Figure 1. The clock network.
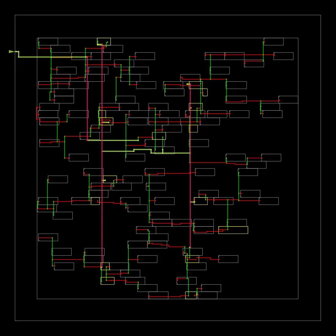
Figure 2. Wire density map.
The die is cut into 23 by 23 equal tiles; white is low, dark blue is high, scaled to the fullest tile. Values are wire area over tile area, all layers added.
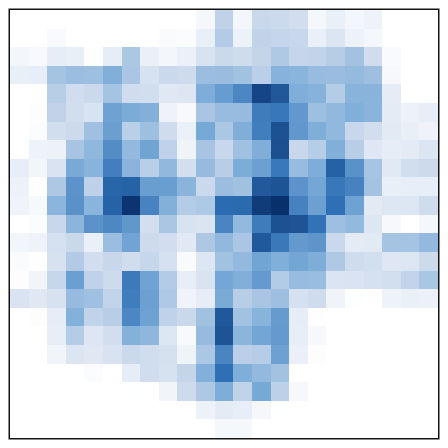
Figure 3. Gate families picked out.
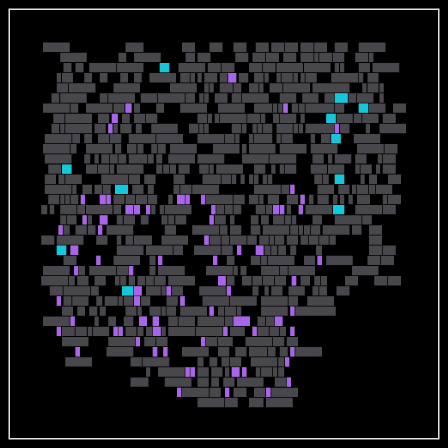
### src/rtl/reaction_timer_dp_if.sv
// Control/status bundle between the reaction-test FSM (master) and the
// timing datapath (slave).
interface reaction_timer_dp_if #(
   parameter int TW = 14
);
   logic          start_rwait;
   logic          start_wait5;
   logic          time_clr;
   logic          time_en;
   logic          rs_en;
   logic          rwait_done;
   logic          wait5_done;
   logic          time_late;
   logic [TW-1:0] time_ms;
   logic [TW-1:0] last_ms;
   logic [TW-1:0] best_ms;
   logic          best_valid;

   modport master (
      output start_rwait, start_wait5, time_clr, time_en, rs_en,
      input  rwait_done, wait5_done, time_late, time_ms, last_ms, best_ms, best_valid
   );

   modport slave (
      input  start_rwait, start_wait5, time_clr, time_en, rs_en,
      output rwait_done, wait5_done, time_late, time_ms, last_ms, best_ms, best_valid
   );
endinterface

### src/rtl/reaction_timer_dp.sv
// Reaction-test timing datapath: ms prescaler, LFSR-randomised wait,
// hold timer, saturating reaction counter and last/best result store.
module reaction_timer_dp #(
   parameter int          MS_DIV       = 100000,
   parameter int          RWAIT_MIN_MS = 1000,
   parameter int          RAND_BITS    = 12,
   parameter int          WAIT5_MS     = 5000,
   parameter int          LATE_MS      = 9999,
   parameter int          TW           = 14,
   parameter logic [15:0] LFSR_SEED    = 16'hACE1
) (
   input logic                 clk,
   input logic                 rst,
   reaction_timer_dp_if.slave  bus
);

   localparam int PW  = (MS_DIV > 1) ? $clog2(MS_DIV) : 1;
   localparam int RWW = $clog2(RWAIT_MIN_MS + (1 << RAND_BITS)) + 1;
   localparam int HW  = $clog2(WAIT5_MS + 1) + 1;

   localparam logic [PW-1:0]  PRE_MAX   = PW'(MS_DIV - 1);
   localparam logic [RWW-1:0] RWAIT_MIN = RWW'(RWAIT_MIN_MS);
   localparam logic [RWW-1:0] RW_ONE    = RWW'(1);
   localparam logic [HW-1:0]  HOLD_MAX  = HW'(WAIT5_MS);
   localparam logic [TW-1:0]  LATE_VAL  = TW'(LATE_MS);
   localparam logic [TW-1:0]  LATE_PRE  = TW'(LATE_MS - 1);

   logic [PW-1:0]  r_pre;
   logic [15:0]    r_lfsr;
   logic [RWW-1:0] r_rwait_cnt;
   logic           r_rwait_busy;
   logic           r_rwait_done;
   logic [HW-1:0]  r_hold_cnt;
   logic           r_wait5_done;
   logic [TW-1:0]  r_time;
   logic           r_time_late;
   logic           r_rs_q;
   logic [TW-1:0]  r_last;
   logic [TW-1:0]  r_best;
   logic           r_best_valid;

   logic           w_tick;
   logic           w_time_inc;
   logic           w_rs_rise;

   // Saturating increment of the reaction time at the late threshold.
   function automatic logic [TW-1:0] sat_inc_time(input logic [TW-1:0] v);
      return (v == LATE_VAL) ? v : v + TW'(1);
   endfunction

   // Saturating increment of the hold counter at its terminal value.
   function automatic logic [HW-1:0] sat_inc_hold(input logic [HW-1:0] v);
      return (v == HOLD_MAX) ? v : v + HW'(1);
   endfunction

   assign w_tick     = (r_pre == PRE_MAX);
   assign w_time_inc = bus.time_en & w_tick;
   assign w_rs_rise  = bus.rs_en & ~r_rs_q;

   // Millisecond prescaler; time_clr realigns it so reaction time starts on an exact ms.
   always_ff @(posedge clk) begin
      if (!rst)              r_pre <= '0;
      else if (bus.time_clr) r_pre <= '0;
      else if (w_tick)       r_pre <= '0;
      else                   r_pre <= r_pre + PW'(1);
   end

   // Free-running Galois LFSR; its phase at start_rwait supplies the randomness.
   always_ff @(posedge clk) begin
      if (!rst) r_lfsr <= LFSR_SEED;
      else      r_lfsr <= (r_lfsr >> 1) ^ (r_lfsr[0] ? 16'hB400 : 16'h0000);
   end

   // Random wait: load min + random offset, count down on ticks, flag on 1->0.
   always_ff @(posedge clk) begin
      if (!rst) begin
         r_rwait_cnt  <= '0;
         r_rwait_busy <= 1'b0;
         r_rwait_done <= 1'b0;
      end else if (bus.start_rwait) begin
         r_rwait_cnt  <= RWAIT_MIN + RWW'(r_lfsr[RAND_BITS-1:0]);
         r_rwait_busy <= 1'b1;
         r_rwait_done <= 1'b0;
      end else if (r_rwait_busy && w_tick) begin
         r_rwait_cnt <= r_rwait_cnt - RW_ONE;
         if (r_rwait_cnt <= RW_ONE) begin
            r_rwait_busy <= 1'b0;
            r_rwait_done <= 1'b1;
         end
      end
   end

   // Hold timer runs only while start_wait5 is high; done trails the terminal count by a cycle.
   always_ff @(posedge clk) begin
      if (!rst || !bus.start_wait5) begin
         r_hold_cnt   <= '0;
         r_wait5_done <= 1'b0;
      end else begin
         if (w_tick) r_hold_cnt <= sat_inc_hold(r_hold_cnt);
         r_wait5_done <= (r_hold_cnt == HOLD_MAX);
      end
   end

   // Reaction counter with clear priority; late flag set on the edge that reaches the threshold.
   always_ff @(posedge clk) begin
      if (!rst || bus.time_clr) begin
         r_time      <= '0;
         r_time_late <= 1'b0;
      end else if (w_time_inc) begin
         r_time <= sat_inc_time(r_time);
         if (r_time == LATE_PRE) r_time_late <= 1'b1;
      end
   end

   // Result store on the rs_en rising edge; best keeps the minimum seen.
   always_ff @(posedge clk) begin
      if (!rst) begin
         r_rs_q       <= 1'b0;
         r_last       <= '0;
         r_best       <= '1;
         r_best_valid <= 1'b0;
      end else begin
         r_rs_q <= bus.rs_en;
         if (w_rs_rise) begin
            r_last       <= r_time;
            r_best_valid <= 1'b1;
            if (r_time < r_best) r_best <= r_time;
         end
      end
   end

   assign bus.rwait_done = r_rwait_done;
   assign bus.wait5_done = r_wait5_done;
   assign bus.time_late  = r_time_late;
   assign bus.time_ms    = r_time;
   assign bus.last_ms    = r_last;
   assign bus.best_ms    = r_best;
   assign bus.best_valid = r_best_valid;

endmodule

### src/flat_wrapper.sv
// flat-port wrapper written by rule: the top's interface ports become plain ports
module reaction_timer_dp_flat 
#(
   parameter int          MS_DIV       = 100000,
   parameter int          RWAIT_MIN_MS = 1000,
   parameter int          RAND_BITS    = 12,
   parameter int          WAIT5_MS     = 5000,
   parameter int          LATE_MS      = 9999,
   parameter int          TW           = 14,
   parameter logic [15:0] LFSR_SEED    = 16'hACE1
)
  (clk, rst, bus_start_rwait, bus_start_wait5, bus_time_clr, bus_time_en, bus_rs_en, bus_rwait_done, bus_wait5_done, bus_time_late, bus_time_ms, bus_last_ms, bus_best_ms, bus_best_valid);
  reaction_timer_dp_if #(.TW(TW)) bus_i ();
  input logic clk;
  input logic rst;
  input wire logic [$bits(bus_i.start_rwait)-1:0] bus_start_rwait;
  input wire logic [$bits(bus_i.start_wait5)-1:0] bus_start_wait5;
  input wire logic [$bits(bus_i.time_clr)-1:0] bus_time_clr;
  input wire logic [$bits(bus_i.time_en)-1:0] bus_time_en;
  input wire logic [$bits(bus_i.rs_en)-1:0] bus_rs_en;
  output wire logic [$bits(bus_i.rwait_done)-1:0] bus_rwait_done;
  output wire logic [$bits(bus_i.wait5_done)-1:0] bus_wait5_done;
  output wire logic [$bits(bus_i.time_late)-1:0] bus_time_late;
  output wire logic [$bits(bus_i.time_ms)-1:0] bus_time_ms;
  output wire logic [$bits(bus_i.last_ms)-1:0] bus_last_ms;
  output wire logic [$bits(bus_i.best_ms)-1:0] bus_best_ms;
  output wire logic [$bits(bus_i.best_valid)-1:0] bus_best_valid;
  assign bus_i.start_rwait = bus_start_rwait;
  assign bus_i.start_wait5 = bus_start_wait5;
  assign bus_i.time_clr = bus_time_clr;
  assign bus_i.time_en = bus_time_en;
  assign bus_i.rs_en = bus_rs_en;
  assign bus_rwait_done = bus_i.rwait_done;
  assign bus_wait5_done = bus_i.wait5_done;
  assign bus_time_late = bus_i.time_late;
  assign bus_time_ms = bus_i.time_ms;
  assign bus_last_ms = bus_i.last_ms;
  assign bus_best_ms = bus_i.best_ms;
  assign bus_best_valid = bus_i.best_valid;
  reaction_timer_dp #(.MS_DIV(MS_DIV), .RWAIT_MIN_MS(RWAIT_MIN_MS), .RAND_BITS(RAND_BITS), .WAIT5_MS(WAIT5_MS), .LATE_MS(LATE_MS), .TW(TW), .LFSR_SEED(LFSR_SEED)) u_core (.clk(clk), .rst(rst), .bus(bus_i));
endmodule
### config.mk
export PLATFORM = sky130hd
export DESIGN_NAME = reaction_timer_dp_flat
export DESIGN_NICKNAME = d
export VERILOG_FILES = /design/src/rtl/reaction_timer_dp_if.sv /design/src/rtl/reaction_timer_dp.sv /design/src/flat_wrapper.sv
export SDC_FILE = /design/constraint.sdc
export NUM_CORES = 1
export LEC_CHECK = 0
export ABC_CLOCK_PERIOD_IN_PS = 2700
export CORE_MARGIN = 8
export CORE_UTILIZATION = 51
export CTS_CLUSTER_DIAMETER = 120
export CTS_CLUSTER_SIZE = 30
export DETAILED_ROUTE_END_ITERATION = 6
export GPL_ROUTABILITY_DRIVEN = 0
export MAX_ROUTING_LAYER = met4
export PLACE_DENSITY = 0.76
export SLEW_MARGIN = 30
export SYNTH_ARGS = -nofsm -noshare
export SYNTH_HDL_FRONTEND = slang
export SYNTH_SLANG_ARGS = --single-unit
### constraint.sdc
create_clock -name clk -period 2.7 [get_ports clk]
set_input_delay 0.675 -clock clk [delete_from_list [all_inputs] [get_ports clk]]
set_output_delay 0.675 -clock clk [all_outputs]
set_load 0.03 [all_outputs]
==> results_slide.txt <==
Synthesis and Place & Route Summary

GRT
  • Initial antenna violation count: 0
  • GRT Total Usage: 18.4%
  • Largest net degree at the start of global routing: 57

Synthesis
  • Commonest cells in the netlist: dfxtp_1 (109), nand2_1 (69), nor2_1 (53)
  • Top area contributor share: 43.9%
  • Simple share: 25.5%
  • Syn Area/Cell: 8.78 µm²
  • EDFF count, synth: 0
  • Mux area share: 0.201%
  • Area fraction in compound gates: 11.2%
  • XORs/XNORs by Area: 10.0%
  • Mapped cell area: 4970 µm²
  • Netlist cell types: 49
  • Post-synthesis sequential area ratio: 43.9%
  • Syn Inst Count: 566
  • Most common reg cell: dfxtp_1
  • Synth Area in Adders: 5.29%
  • Main logic family: simple AND/OR/NAND/NOR gates
  • Cell type with the largest total area: dfxtp_1

Clock network
  • Clock Tree Buf Depth: 2
  • Latency at later pin: 0.38 ns
  • Post-CTS sizing: 0
  • Post-CTS setup buffers: 0

Finish
  • Layout Cells excl Fill: 759
  • Share of post-route cells with drive strength above 1: 7.35%
  • Seq/total area: 37.0%
  • Most frequent cells in the layout: dfxtp_1 (107), nand2_1 (69), nor2_1 (53)
  • Flop count: 109
  • Most frequent logic cell in the layout: dfxtp_1
  • Clock buffer cells: 9
  • Logic Gate Count: 408
  • Layout clock area frac: 3.45%
  • Largest class: logic gates
  • Logic area: 2620 µm²
  • Largest registers: u_core.r_pre: 17 flops, u_core.r_lfsr: 16 flops
  • Count of non-CTS buffers in the layout: 69
  • Final instance area: 5910 µm²

Timing
  • Rel. slew slack: 64.0%
  • Final Setup Violations: 0
  • Min Tclk post-route: 2.52 ns
  • Slew Viols, Final: 0
  • Setup TNS: 0 ns
  • Final worst slack: 0.180 ns
  • Fmax: 397 MHz

Power and ir drop
  • Seq. pwr: 1.70 mW
  • Clk pwr: 1.02 mW
  • Clock power frac: 34.2%
  • Power share of the combinational group: 8.8%
  • Design Power: 2.98 mW
  • Pleak: 2.20 nW
  • Largest power group: registers
  • Sw frac: 25.9%
  • Seq pwr share: 57.0%

Routing
  • M1 WL: 4990 µm
  • Met2 routed WL: 5550 µm
  • Drt via density: 5.48
  • Drt wl/cell: 15.2 µm
  • Remaining DRCs: 0
  • Top Metal Used: met4
  • Post-route ant nets: 0

Outcome
  • Status: finished, final reports clean

Critical path
  • Crit path DRT: 3.00 ns
  • Arrival time of the worst setup path: 2.82 ns
  • Worst Setup EP: u_core.r_hold_cnt[13]
  • CP Class: register to register
  • R2r setup slk: 0.18 ns
  • Setup crit start: u_core.r_pre[14]
  • CP Capture Type: register
  • Critical Path Start Type: register
  • Reg-to-Reg Start: u_core.r_pre[14]
  • Levels on crit path: 5

Place
  • Placed insts: 743
  • Port buffer count: 52

Die
  • Floorplan core density: 51.8%
  • I/O pin cnt: 53

Min path
  • HP Class: register to register
  • Hold Path Depth: 1
Back to the opening pictures, Figure 1:
clock skew: 0.0170 ns
clock sink total: 109
number of buffers created by CTS: 9

Back to the opening pictures, Figure 2:
- fullest tile: 0.58
- mean over tiles: 0.14
- emptiest ninth of the die: bottom right
- tiles over half the peak: 15%
- densest ninth of the die: middle
- nearly empty tiles: 27%
final wirelength: 11500 µm
routed via count: 4162

Back to the opening pictures, Figure 3:
- purple: NOR gates (cells 73)
- cyan: AND-OR and OR-AND gates (cells 11)

Power is estimated from default activity; no workload was simulated.
